### Sequential cells colored by netlist name, run 1

Other sequential cells in the stronger gray, the rest of the logic in the fainter gray.
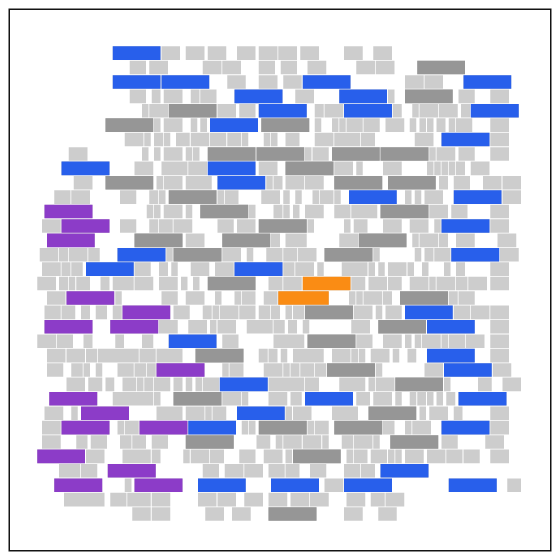
### A small window of the routed layout, run 1

Bar = 20 µm. Region (0, 0) to (50, 50) µm. Cells in gray, sequential cells in the stronger gray; small squares are vias.
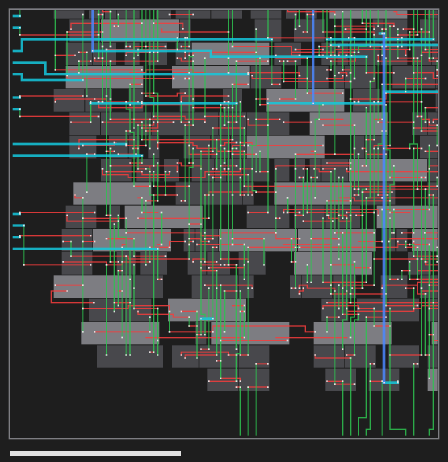
### Routed metal per tile, run 1

Bar = 20 µm. 20 x 20 tiles, from black (low) to pale yellow (high), scaled to the fullest tile. Values are wire area over tile area, all layers added.
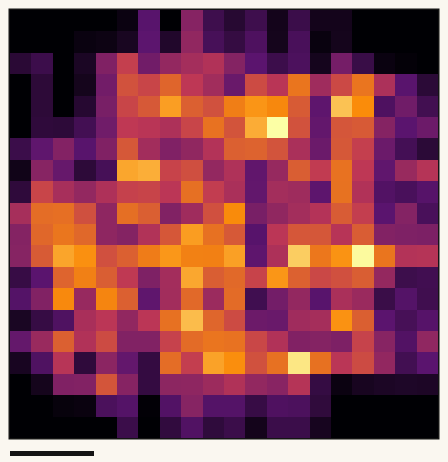
$ cat config.mk
export PLATFORM = sky130hd
export DESIGN_NAME = ex_mem_pipe
export DESIGN_NICKNAME = d
export VERILOG_FILES = /design/src/rtl/ex_mem_pipe.sv
export SDC_FILE = /design/constraint.sdc
export NUM_CORES = 1
export LEC_CHECK = 0
export CORE_MARGIN = 5
export CORE_UTILIZATION = 55
export DETAILED_ROUTE_END_ITERATION = 12
export PLACE_DENSITY = 0.82
export SLEW_MARGIN = 20
export SYNTH_ARGS = -nofsm -noshare
export SYNTH_HDL_FRONTEND = slang
export SYNTH_SLANG_ARGS = --single-unit
$ cat constraint.sdc
create_clock -name clk -period 5.1 [get_ports clk]
set_clock_uncertainty 0.2 [all_clocks]
set_input_delay 1.02 -clock clk [delete_from_list [all_inputs] [get_ports clk]]
set_output_delay 1.02 -clock clk [all_outputs]
set_load 0.1 [all_outputs]
$ cat src/rtl/ex_mem_pipe.sv
// ex_mem_pipe: EX->MEM pipeline register with a valid/ready handshake and a 2-entry skid
// buffer. MEM backpressure stalls EX without inserting a bubble, and the stage sustains one
// beat per cycle. ex_ready depends only on state flops and rst, so there is no combinational
// path from mem_ready back to EX.
//
// Optional feature: define EX_MEM_HILO_EN to carry hi/lo results (whilo, hi, lo) alongside
// wdata through both entries.
//
// Ports:
//   clk, rst      clock (rising edge), asynchronous active-low reset
//   flush         synchronous flush, highest priority; empties both entries
//   ex_valid      EX beat valid        ex_ready   stage can accept a beat
//   ex_wdata/wd/wreg                   result data, destination register, write enable
//   ex_whilo/hi/lo                     hi/lo write enable and data (EX_MEM_HILO_EN only)
//   mem_valid     beat presented       mem_ready  MEM consumes the beat
//   mem_wdata/wd/wreg                  payload to MEM (NOP when mem_valid=0)
//   mem_whilo/hi/lo                    hi/lo payload to MEM (EX_MEM_HILO_EN only)
//   stall_cnt     saturating count of cycles with mem_valid=1 and mem_ready=0

`ifndef NOPRegAddr
`define NOPRegAddr 5'b00000
`endif
`ifndef WriteDisable
`define WriteDisable 1'b0
`endif

module ex_mem_pipe #(
  parameter int unsigned DATA_W = 32,
  parameter int unsigned ADDR_W = 5,
  parameter int unsigned CNT_W  = 16
) (
  input  logic              clk,
  input  logic              rst,
  input  logic              flush,
  input  logic              ex_valid,
  output logic              ex_ready,
  input  logic [DATA_W-1:0] ex_wdata,
  input  logic [ADDR_W-1:0] ex_wd,
  input  logic              ex_wreg,
`ifdef EX_MEM_HILO_EN
  input  logic              ex_whilo,
  input  logic [DATA_W-1:0] ex_hi,
  input  logic [DATA_W-1:0] ex_lo,
  output logic              mem_whilo,
  output logic [DATA_W-1:0] mem_hi,
  output logic [DATA_W-1:0] mem_lo,
`endif
  output logic              mem_valid,
  input  logic              mem_ready,
  output logic [DATA_W-1:0] mem_wdata,
  output logic [ADDR_W-1:0] mem_wd,
  output logic              mem_wreg,
  output logic [CNT_W-1:0]  stall_cnt
);

  // Payload layout, MSB first: [{whilo, hi, lo},] wdata, wd, wreg
`ifdef EX_MEM_HILO_EN
  localparam int unsigned PW = 3 * DATA_W + ADDR_W + 2;
`else
  localparam int unsigned PW = DATA_W + ADDR_W + 1;
`endif

  // Empty entry reads as a NOP so a MEM stage that ignores mem_valid does nothing.
  localparam logic [PW-1:0] EmptyPay = {{(PW - ADDR_W - 1){1'b0}},
                                        ADDR_W'(`NOPRegAddr), `WriteDisable};

  typedef enum logic [1:0] {
    StEmpty = 2'd0,
    StOne   = 2'd1,
    StFull  = 2'd2
  } state_e;

  state_e          state_q;
  logic [PW-1:0]   main_q;
  logic [PW-1:0]   skid_q;
  logic [PW-1:0]   in_pay;
  logic [CNT_W-1:0] stall_q;
  logic            accept;
  logic            deliver;

`ifdef EX_MEM_HILO_EN
  assign in_pay = {ex_whilo, ex_hi, ex_lo, ex_wdata, ex_wd, ex_wreg};
  assign {mem_whilo, mem_hi, mem_lo, mem_wdata, mem_wd, mem_wreg} = main_q;
`else
  assign in_pay = {ex_wdata, ex_wd, ex_wreg};
  assign {mem_wdata, mem_wd, mem_wreg} = main_q;
`endif

  assign mem_valid = (state_q != StEmpty);
  assign ex_ready  = rst & (state_q != StFull);
  assign accept    = ex_valid & ex_ready;
  assign deliver   = mem_valid & mem_ready;
  assign stall_cnt = stall_q;

  // main_q always drives mem_*; it is reloaded with EmptyPay whenever the stage drains so
  // the outputs need no extra muxing on mem_valid.
  always_ff @(posedge clk or negedge rst) begin
    if (!rst) begin
      state_q <= StEmpty;
      main_q  <= EmptyPay;
      skid_q  <= EmptyPay;
    end else if (flush) begin
      state_q <= StEmpty;
      main_q  <= EmptyPay;
      skid_q  <= EmptyPay;
    end else begin
      unique case (state_q)
        StEmpty: begin
          if (accept) begin
            state_q <= StOne;
            main_q  <= in_pay;
          end
        end
        StOne: begin
          if (accept && !deliver) begin
            state_q <= StFull;
            skid_q  <= in_pay;
          end else if (accept && deliver) begin
            main_q  <= in_pay;
          end else if (deliver) begin
            state_q <= StEmpty;
            main_q  <= EmptyPay;
          end
        end
        StFull: begin
          // ex_ready is low here, so the only event is MEM draining the main entry.
          if (deliver) begin
            state_q <= StOne;
            main_q  <= skid_q;
            skid_q  <= EmptyPay;
          end
        end
        default: begin
          state_q <= StEmpty;
          main_q  <= EmptyPay;
          skid_q  <= EmptyPay;
        end
      endcase
    end
  end

  // Stall counter survives flush; only reset clears it.
  always_ff @(posedge clk or negedge rst) begin
    if (!rst) begin
      stall_q <= '0;
    end else if (mem_valid && !mem_ready && (stall_q != {CNT_W{1'b1}})) begin
      stall_q <= stall_q + 1'b1;
    end
  end

endmodule

==> flow_metrics.tcl, run 1 <==
# place-and-route summary
set metrics [dict create \
    rows 33 \
    cpMaxStageDelayCell "clkdlybuf4s50_1" \
    place_congestion 0.771 \
    via_count 3637 \
    yosysTopAreaCell "dfrtp_1" \
    synth_stat.cells 447 \
    warning_count 26 \
    rr_startpoint "state_q[1]" \
    drt_iter0_markers 261 \
    core_region_area_um2 8220 \
    antenna_found_initial 0 \
    leakage_uw 0.00251 \
    path_depth 2 \
    status "complete, no violations" \
    first_global_vias 3680 \
    crit_required_ns 3.88 \
    vias_per_cell 5.67 \
    relSlewSlack_pct 24.4 \
    drv_cap 0 \
    cts_root_buffer "clkbuf_8" \
    vdd_drop_max_v 0.000262 \
    route.met3.wl_um 802 \
    ys_ff 94 \
    fmax_mhz 253 \
    nNetsFinal 575 \
    cp-endpoint "mem_valid" \
    fp_nets 491 \
    synth_top_area_share_pct 50.5 \
    critical_path_class "flip-flop to output port" \
    die-area_um2 10400 \
    fp-utilization_pct 56.6 \
    die_h_um 102 \
    post_cts_resized 0 \
    wl_mm 11.1 \
    area_growth_pct 25.9 \
    ant_nets 0 \
    path_max_fanout 37 \
    synth.avg_cell_area_um2 10.4 \
    synth_area_um2 4650 \
    grt_pass1_wl_mm 18.3 \
    end_kind "output port" \
    ys_warn_count 0 \
    top_cell "dfrtp_1" \
    netlist_instances 447 \
    ys_seq_share_pct 50.5 \
    dr.pass1.iters 4 \
    edf_count 0 \
    dieWidth_um 102 \
    path_clk_slew_ns 0.10 \
    n_antenna_cell 0 \
    crit_chain "or2_2 > clkdlybuf4s50_1" \
    worstSetupStartpoint "state_q[1]" \
    final_util_pct 71.3 \
    critPathBufInv 1 \
    post-cts-setup-buffer-count 0 \
    ys_types 43 \
    yosys_most_used_dff "dfrtp_1" \
    tightest_slew_ns 1.13 \
    boundaryPins 99 \
    port_buffers 98 \
    finalClockPeriodUsage_pct 77.6 \
    clockBufferDepth 2 \
    cts_made_buffers 9 \
    drive_above_1_share_pct 7.65 \
    overflow 0 \
    rrSetupSlack_ns 2.39 \
    worst_path_largest_cell_delay_ns 1.13 \
    wl_met1_mm 4.76 \
    r2r_end "main_q[0]" \
    cts_tree "done" \
    cp-start-kind "flip-flop" \
    reg2reg_depth 4 \
    slew_violations 0 \
    hold_buffers 0 \
    setup_tns_ns 0 \
    hold_path.class "flip-flop to flip-flop" \
    rsz0062_at_grt "no" \
    hpwlAfterDp_mm 7.54 \
    yosys-top-cells-count "dfrtp_1, mux2i_1, nand2_1" \
    grt_max_degree 52 \
    yosysChipArea_um2 4650 \
    critPathArrivalTime_ns 2.74 \
    crit_family "buffers and inverters" \
    clk_latency_ns 0.35 \
    area_leaders "dfrtp_1, mux2i_1, o2bb2ai_1" \
    hold_viol 0 \
    post-route-drc-count 0 \
    min_period_ns 3.96 \
    clock-sinks 94 \
    p_per_area_nw_per_um2 318 \
    setup_violations 0 \
    dr_wl_met2_mm 5.44 \
    route.top_layer_used "met4" \
    async_flop_share_pct 100 \
    htreeDepth 3 \
    finalPower_uw 1870 \
]
## Picture notes: 'Sequential cells colored by netlist name'
legend:
  main_q:
    color: blue
    sequential_cells: 38
    where: all over the die
  state_q:
    color: orange
    sequential_cells: 2
  stall_cnt:
    color: purple
    sequential_cells: 16
not colored: 38

## Picture notes: 'A small window of the routed layout'
legend:
  metal 1:
    color: red
  metal 4:
    color: blue
  metal 2:
    color: green
  metal 3:
    color: cyan
most frequent: clkdlybuf4s50_1 (22), dfrtp_1 (21), nand2_1 (9)
cells with their middle in the window: 127
netlist names of flops here include: stall_cnt (13), main_q (5), skid_q (3)
sequential cells in the window: 21

## Picture notes: 'Routed metal per tile'
nearly empty tiles: 12%
emptiest ninth of the die: north-west
tiles over half the peak: 31%
GRT Total Usage: 22.1%
per-cell routed wire length: 17.4 µm

[run 1: worst min-delay path by stage]
stage	to	start	depth (start not counted)	slack, ns
finish	main_q[21]	main_q[21]	1	0.29
global route	main_q[28]	main_q[28]	1	0.31
CTS	main_q[28]	main_q[28]	1	0.30
detailed placement	main_q[21]	main_q[21]	1	0.27
global placement	main_q[18]	main_q[18]	1	0.27
floorplan	skid_q[0]	skid_q[0]	2	0.30
[run 1: metrics by stage]
stage | hold slack (ns) | cells | area [µm²] | setup WS, ns
final | 0.294 | 641 | 5860 | 1.14
after global routing | 0.306 | 641 | 5860 | 1.07
after CTS | 0.297 | 641 | 5860 | 1.15
after detailed placement | 0.273 | 625 | 5680 | 1.54
after global placement | 0.269 | 625 | 5670 | 1.55
after floorplan | 0.297 | 447 | 4650 | 1.53
[run 1: power breakdown]
part           internal [µW]  switching, µW  total (µW)
registers                793           42.0         835
logic                    157            413         570
clock network            192            269         461
[run 1: layout by cell type (no fill, tap or decap), drive strengths merged]
cell type and instances:
clkdlybuf4s50 96, dfrtp 94, mux2i 62, nand2 45, inv 41, o2bb2ai 38
nor2 33, a21oi 32, a22oi 14, clkbuf 10, buf 8, nand3 7
nand4 6, xnor2 5, xor2 5, o21ai 4, nor4 4, nor2b 3
o21a 3, clkinvlp 3, or2 3, mux2 3, nand2b 2, nor3 2
o21bai 2, clkinv 2, o2111ai 1, or4 1, o211ai 1, nor3b 1
a31oi 1, and3 1, nand3b 1, o21ba 1, ha 1
[run 1: cells by family after synthesis]
kind of cell,count (synthesis),synth area share [%]
and+or+nand+nor,109,11.3
AOI/OAI and AO/OA,97,15.0
DFF,94,50.5
buffers and inverters,71,6.80
muxes,65,14.1
xor gates and xnor gates,10,1.88
adders and majority gates,1,0.269
[run 1: layer usage]
layer  track usage [%]  up-vias
li1                  -     1714
met2              35.6      112
met1              29.8     1801
met4              7.37        0
met3              4.91       10
met5                 0        -
[run 1: state kept, by name, indices dropped and copies added, names as in the netlist]
name       flops
stall_cnt     16
state_q        2
skid_q        38
main_q        38
[run 1: cell type report]
class / count / area (µm²)
clock buffer: 10 / 138
clock inverter: 6 / 45.0
fill: 624 / 2360
inverter: 40 / 150
multi-input combinational: 282 / 2020
sequential: 94 / 2350
tap: 105 / 131
timing repair buffer: 104 / 1020
==> run 2: changes to the inputs <==
--- a/config.mk
+++ b/config.mk
@@ -6,9 +6,9 @@
 export NUM_CORES = 1
 export LEC_CHECK = 0
 export CORE_MARGIN = 5
-export CORE_UTILIZATION = 55
+export CORE_UTILIZATION = 51
 export DETAILED_ROUTE_END_ITERATION = 12
-export PLACE_DENSITY = 0.82
+export PLACE_DENSITY = 0.77
 export SLEW_MARGIN = 20
 export SYNTH_ARGS = -nofsm -noshare
 export SYNTH_HDL_FRONTEND = slang
==> constraint.sdc (replaced) <==
create_clock -name clk -period 3.75 [get_ports clk]
set_clock_uncertainty 0.2 [all_clocks]
set_input_delay 0.75 -clock clk [delete_from_list [all_inputs] [get_ports clk]]
set_output_delay 0.75 -clock clk [all_outputs]
set_load 0.1 [all_outputs]
==> run 2 against run 1 <==
First-iteration DRC count down 31%. Critical path depth down 1. Clock power up 59%. Largest cell class unchanged. Largest power group unchanged. Highest routed layer unchanged.
==> flow_metrics.tcl, run 2 <==
# place-and-route summary
set metrics [dict create \
    synth_top_area_share_pct 50.5 \
    leakage_uw 0.00258 \
    p_per_area_nw_per_um2 446 \
    fin_ws_ns 0.830 \
    yosysTopAreaCell "dfrtp_1" \
    critical_path_class "flip-flop to output port" \
    first_global_vias 3679 \
    busiest_layer "met2" \
    place_congestion 0.743 \
    nFillCells 699 \
    final_common_cell "dfrtp_1" \
    finalClockPeriodUsage_pct 77.9 \
    critPathBufInv 1 \
    reg2reg_depth 4 \
    die-area_um2 11100 \
    hpwlAfterDp_mm 7.68 \
    fp_nets 491 \
    p_comb_share_pct 29.1 \
    grt_max_degree 59 \
    rr_startpoint "state_q[0]" \
    post_cts_resized 0 \
    warning_count 26 \
    cts_made_buffers 9 \
    slew_violations 0 \
    relSlewSlack_pct 33.7 \
    hold_path.class "primary input to asynchronous set/reset pin" \
    dieWidth_um 106 \
    area_leaders "dfrtp_1, mux2i_1, o2bb2ai_1" \
    ys_ff 94 \
    n_antenna_cell 0 \
    p_clk_share_pct 27.7 \
    synth_area_um2 4650 \
    yosysChipArea_um2 4650 \
    gr-usage-met2_pct 33.3 \
    min_period_ns 2.92 \
    overflow 0 \
    p_sw_uw 977 \
    async_flop_share_pct 100 \
    setup_tns_ns 0 \
    clockBufferDepth 2 \
    path_clk_slew_ns 0.09 \
    crit_family "buffers and inverters" \
    fmax_mhz 343 \
    clock-sinks 94 \
    worst_path_largest_cell_delay_ns 1.17 \
    worstSetupStartpoint "stall_cnt[9]" \
    path_max_fanout 5 \
    edf_count 0 \
    crit_required_ns 2.80 \
    top_cell "dfrtp_1" \
    p_int_uw 1660 \
    fp-utilization_pct 52.9 \
    grt.total_usage_pct 20.7 \
    clk_latency_ns 0.36 \
    crit_chain "clkdlybuf4s50_1" \
    port_buffers 98 \
    status "complete, no violations" \
    core_region_area_um2 8810 \
    post-cts-setup-buffer-count 0 \
    ys_warn_count 0 \
    grt_use_met3_pct 3.79 \
    pre_cts_ws_ns 0.955 \
    nNetsFinal 580 \
    netlist_instances 447 \
    drt_iter0_markers 181 \
    via_count 3642 \
    cts_root_buffer "clkbuf_8" \
    hold_buffers 0 \
    hold_viol 0 \
    tightest_slew_ns 0.991 \
    ys_types 43 \
    swShare_pct 37.0 \
    die_h_um 106 \
    boundaryPins 99 \
    yosys_most_used_dff "dfrtp_1" \
    antenna_found_initial 0 \
    final_layout_top_logic_cells "dfrtp_1, clkdlybuf4s50_1, mux2i_1, nand2_1, inv_1" \
    seqPwrFrac_pct 43.2 \
    synth.avg_cell_area_um2 10.4 \
    ant_nets 0 \
    ys_seq_share_pct 50.5 \
    area_growth_pct 27.2 \
    yosys-top-cells-count "dfrtp_1, mux2i_1, nand2_1" \
    rows 34 \
    end_kind "output port" \
    rsz0062_at_grt "no" \
    drv_cap 0 \
    vias_per_cell 5.61 \
    cts_tree "done" \
    grt_pass1_wl_mm 18.7 \
]
==> run 2: metrics by stage <==
| step | hold slack, ns | power [µW] | std cells | instance area (µm²) | utilization, % |
|---|---|---|---|---|---|
| finish | 0.152 | 2640 | 649 | 5920 | 67.2 |
| global route | 0.176 | 2750 | 649 | 5920 | 67.2 |
| floorplan | 0.254 | 1700 | 447 | 4650 | - |
| global placement | 0.269 | 1920 | 633 | 5710 | 64.8 |
| detailed placement | 0.273 | 1930 | 633 | 5710 | 64.8 |
| CTS | 0.151 | 2660 | 649 | 5920 | 67.2 |
==> run 2: path summary, 6_finish.rpt <==
kind,endpoint,slack (ns)
min in group clk,main_q[4],0.29
min reg2reg,main_q[4],0.29
max in group asynchronous,state_q[1],2.07
max,stall_cnt[9],0.83
max reg2reg,skid_q[9],1.20
min,state_q[0],0.15
==> run 2: power by group through the flow <==
stage                     logic, µW  clock network [µW]  registers [µW]
final                           768                 731            1140
after global routing            806                 787            1150
after CTS                       774                 746            1140
after detailed placement        772                   0            1160
after global placement          762                   0            1160
after floorplan                 194                   0            1500
==> run 2: per-layer routing <==
| metal | wire length, µm | part of all wire, % |
|---|---|---|
| met3 | 650 | 5.8 |
| met5 | 0 | 0 |
| met1 | 5120 | 46 |
| met2 | 5270 | 47 |
| met4 | 145 | 1.3 |
==> run 2: cells by family after synthesis <==
group                      synth area share (%)
DFF                                        50.5
adders and majority gates                 0.269
buffers and inverters                      6.80
muxes                                      14.1
xor gates and xnor gates                   1.88
and+or+nand+nor                            11.3
AOI/OAI and AO/OA                          15.0
==> run 2: cell type report <==
type / count / area [µm²] / area share, %
Inverter: 40 / 150 / 2.54
Timing Repair Buffer: 109 / 1050 / 17.7
Sequential cell: 94 / 2350 / 39.7
Multi-Input combinational cell: 282 / 2020 / 34.1
Tap cell: 108 / 135 / 2.28
Clock inverter: 6 / 86.3 / 1.46
Clock buffer: 10 / 128 / 2.16
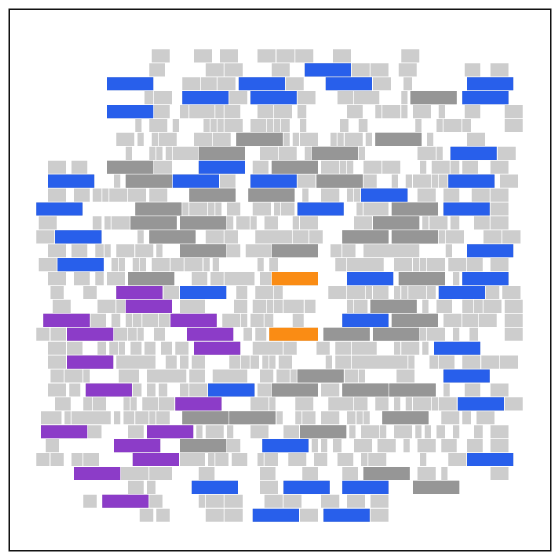
*Sequential cells colored by netlist name, run 2*
Other sequential cells in the stronger gray, the rest of the logic in the fainter gray.
legend:
  state_q:
    color: orange
    sequential_cells: 2
  stall_cnt:
    color: purple
    sequential_cells: 16
  main_q:
    color: blue
    sequential_cells: 38
    where: all over the die

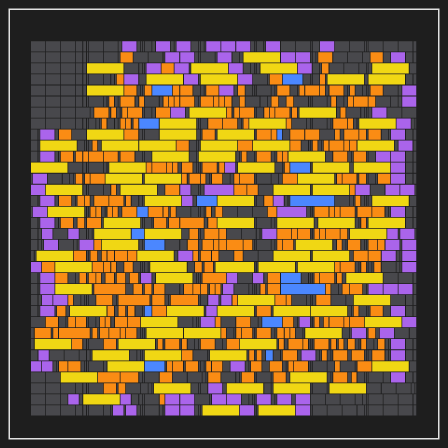
*Cell classes on the final placement, run 2*
Fill, decap, tap and diode cells in gray.
legend:
  clock drivers and dummy loads:
    color: blue
    cells: 16
    share_of_their_area: 3.7%
  remaining buffers and delay cells:
    color: purple
    cells: 109
    share_of_their_area: 18%
  sequential cells:
    color: yellow
    cells: 94
    share_of_their_area: 41%
  combinational and other logic:
    color: orange
    cells: 322
    share_of_their_area: 37%

==> run 3: changes to the inputs <==
==> constraint.sdc (replaced) <==
create_clock -name clk -period 2.9 [get_ports clk]
set_clock_uncertainty 0.2 [all_clocks]
set_input_delay 0.58 -clock clk [delete_from_list [all_inputs] [get_ports clk]]
set_output_delay 0.58 -clock clk [all_outputs]
set_load 0.1 [all_outputs]
==> run 3 against run 2 <==
Largest power group unchanged. Highest routed layer unchanged. Cell count up 1.2%. Combinational power increased by about 30%. Sequential share of layout area down 0.10 points. Routed wire length grew 1.9%.
==> flow_metrics.tcl, run 3 <==
# place-and-route summary
set metrics [dict create \
    status "complete, no violations" \
    area_growth_pct 27.6 \
    netlist_instances 447 \
    cts_tree "done" \
    boundaryPins 99 \
    nNetsFinal 589 \
    clock-sinks 94 \
    vias_per_cell 5.55 \
    grt_max_degree 42 \
    rr_startpoint "state_q[1]" \
    pre_cts_ws_ns 0.263 \
    yosys-top-cells-count "dfrtp_1, mux2i_1, nand2_1" \
    drv_cap 0 \
    fin_ws_ns 0.195 \
    post-route-drc-count 0 \
    tightest_slew_ns 0.609 \
    setup_violations 0 \
    p_comb_share_pct 28.5 \
    ys_ff 94 \
    leakage_uw 0.00273 \
    clockBufferDepth 2 \
    drt_iter0_markers 155 \
    finalClockPeriodUsage_pct 93.3 \
    grt_pass1_wl_mm 19.0 \
    whs_ns 0.291 \
    r2r_end "stall_cnt[14]" \
    end_kind "output port" \
    dpl_cell_area_um2 5690 \
    rsz0062_at_grt "no" \
    port_buffers 98 \
    async_flop_share_pct 100 \
    post_cts_resized 0 \
    ys_types 43 \
    top_cell "dfrtp_1" \
    fp-utilization_pct 52.9 \
    finalInstanceArea_um2 5940 \
    via_count 3646 \
    clk_latency_ns 0.36 \
    synth_area_um2 4650 \
    ys_seq_share_pct 50.5 \
    wl_mm 11.4 \
    critical_path_class "primary input to output port" \
    place_congestion 0.795 \
    min_to "main_q[16]" \
    synth_stat.cells 447 \
    htreeDepth 3 \
    die_h_um 106 \
    critPathArrivalTime_ns 1.92 \
    p_int_uw 2260 \
    edf_count 0 \
    seqPwrFrac_pct 41.8 \
    slew_violations 0 \
    swShare_pct 35.9 \
    hold_depth 1 \
    vdd_drop_max_v 0.000444 \
    ant_nets 0 \
    dp_cells 641 \
    die-area_um2 11100 \
    path_max_fanout 30 \
    rrSetupSlack_ns 0.74 \
    final_cells 657 \
    final_layout_top_logic_cells "dfrtp_1, buf_4, mux2i_1, nand2_1, clkdlybuf4s50_1" \
    antenna_found_initial 0 \
    wl_per_cell_um 17.4 \
    min_from "main_q[16]" \
    dieWidth_um 106 \
    cts_made_buffers 9 \
    ys_warn_count 0 \
    min_period_ns 2.70 \
    cp-start-kind "primary input" \
    nFillCells 678 \
    warning_count 26 \
    drive_above_1_share_pct 19.5 \
    reg2reg_depth 4 \
    path_clk_slew_ns 0.08 \
    cts_root_buffer "clkbuf_8" \
    crit_required_ns 2.12 \
    rows 34 \
    dr.pass1.iters 4 \
    synth.avg_cell_area_um2 10.4 \
    setup_tns_ns 0 \
    yosysChipArea_um2 4650 \
    fp_nets 491 \
    hold_viol 0 \
    core_region_area_um2 8810 \
    overflow 0 \
    fmax_mhz 370 \
    p_sw_uw 1260 \
    area_leaders "dfrtp_1, mux2i_1, o2bb2ai_1" \
    relSlewSlack_pct 59.4 \
    grt.total_usage_pct 20.8 \
    hold_path.class "flip-flop to flip-flop" \
    final_common_cell "dfrtp_1" \
    n_antenna_cell 0 \
    yosys_most_used_dff "dfrtp_1" \
    synth_top_area_share_pct 50.5 \
    hpwlAfterDp_mm 7.77 \
    first_global_vias 3838 \
    p_per_area_nw_per_um2 594 \
    yosysTopAreaCell "dfrtp_1" \
    p_clk_share_pct 29.7 \
]
-- run 3: logic make-up (layout without fill, tap and decap cells) --
kind of cell,after synthesis,in the layout,share of synthesized area [%]
xor+xnor,10,10,1.88
simple gates,109,109,11.3
flops,94,94,50.5
buf+inv,71,173,6.80
mux,65,65,14.1
fa+ha+maj,1,1,0.269
compound gates,97,97,15.0
-- run 3: repair_timing --
item,in CTS,in global routing
hold buffers,1,0
buffers inserted,0,0
endpoints found under the setup margin,0,0
endpoints found under the hold margin,24,0
-- run 3: final cells by class --
type / instances / area [µm²] / share of cell area [%]
clock buffers: 11 / 141 / 2.38
clock inverters: 4 / 95.1 / 1.60
inverters: 40 / 150 / 2.53
multi-input cells: 282 / 2020 / 34.0
flip-flops and latches: 94 / 2350 / 39.6
well taps: 108 / 135 / 2.28
repair buffers: 118 / 1040 / 17.5
-- run 3: power groups by stage --
stage | clock [µW] | sequential, µW | combinational [µW]
2_1_floorplan | 0 | 1940 | 251
3_3_place_gp | 0 | 1490 | 995
3_5_place_dp | 0 | 1500 | 1010
4_1_cts | 1060 | 1470 | 1010
5_1_grt | 1110 | 1490 | 1050
6_report | 1050 | 1470 | 1000
-- run 3: through the flow --
step	utilization, %	total power (µW)
floorplan	-	2190
finish	67.4	3520
global route	67.4	3650
global placement	64.6	2490
CTS	67.4	3540
detailed placement	64.6	2500
-- run 3: worst max path at each step --
stage / startpoint / endpoint / slack (ns)
2_1_floorplan: stall_cnt[0] / stall_cnt[1] / 0.29
3_3_place_gp: mem_ready / stall_cnt[13] / 0.33
3_5_place_dp: mem_ready / stall_cnt[14] / 0.26
4_1_cts: rst / ex_ready / 0.17
5_1_grt: rst / ex_ready / 0.1
6_report: rst / ex_ready / 0.20
-- run 3: metal layers --
metal / up-vias / part of all wire (%) / track usage, %
li1: 1739 / - / -
met1: 1802 / 45 / 27.2
met2: 92 / 48 / 34.7
met3: 13 / 5.3 / 5.01
met4: 0 / 1.5 / 5.64
met5: - / 0 / 0
-- run 3: worst max-delay path: stages --
cell and delay, ns:
dlygate4sd3_1 0.53, buf_4 0.36, nor2b_2 0.26, buf_12 0.19
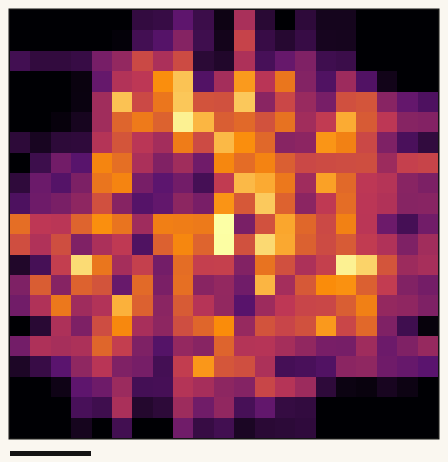
*Routed metal per tile, run 3*
Bar = 20 µm. 21 x 21 tiles, from black (low) to pale yellow (high), scaled to the fullest tile. Values are wire area over tile area, all layers added.
emptiest ninth of the die: north-west
mean over tiles: 0.16
densest ninth of the die: center
fullest tile: 0.43

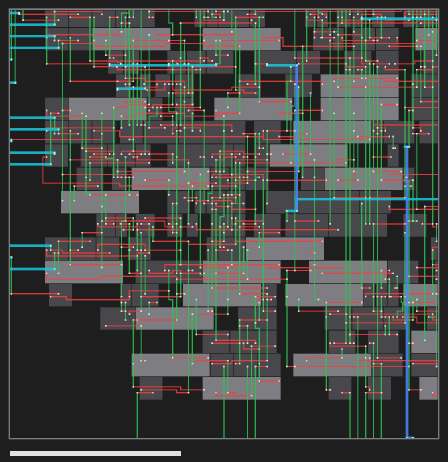
*A small window of the routed layout, run 3*
Bar = 20 µm. Region (1, 1) to (51, 51) µm. Cells in gray, sequential cells in the stronger gray; small squares are vias.
legend:
  metal 3:
    color: cyan
  metal 1:
    color: red
  metal 4:
    color: blue
  metal 2:
    color: green
most frequent: buf_4 (22), dfrtp_1 (21), nand2_1 (11)
cells with their middle in the window: 138
netlist names of flops here include: stall_cnt (15), main_q (3), skid_q (3)
sequential cells in the window: 21

Power figures rest on the tool's default switching activity, not on a simulated workload.
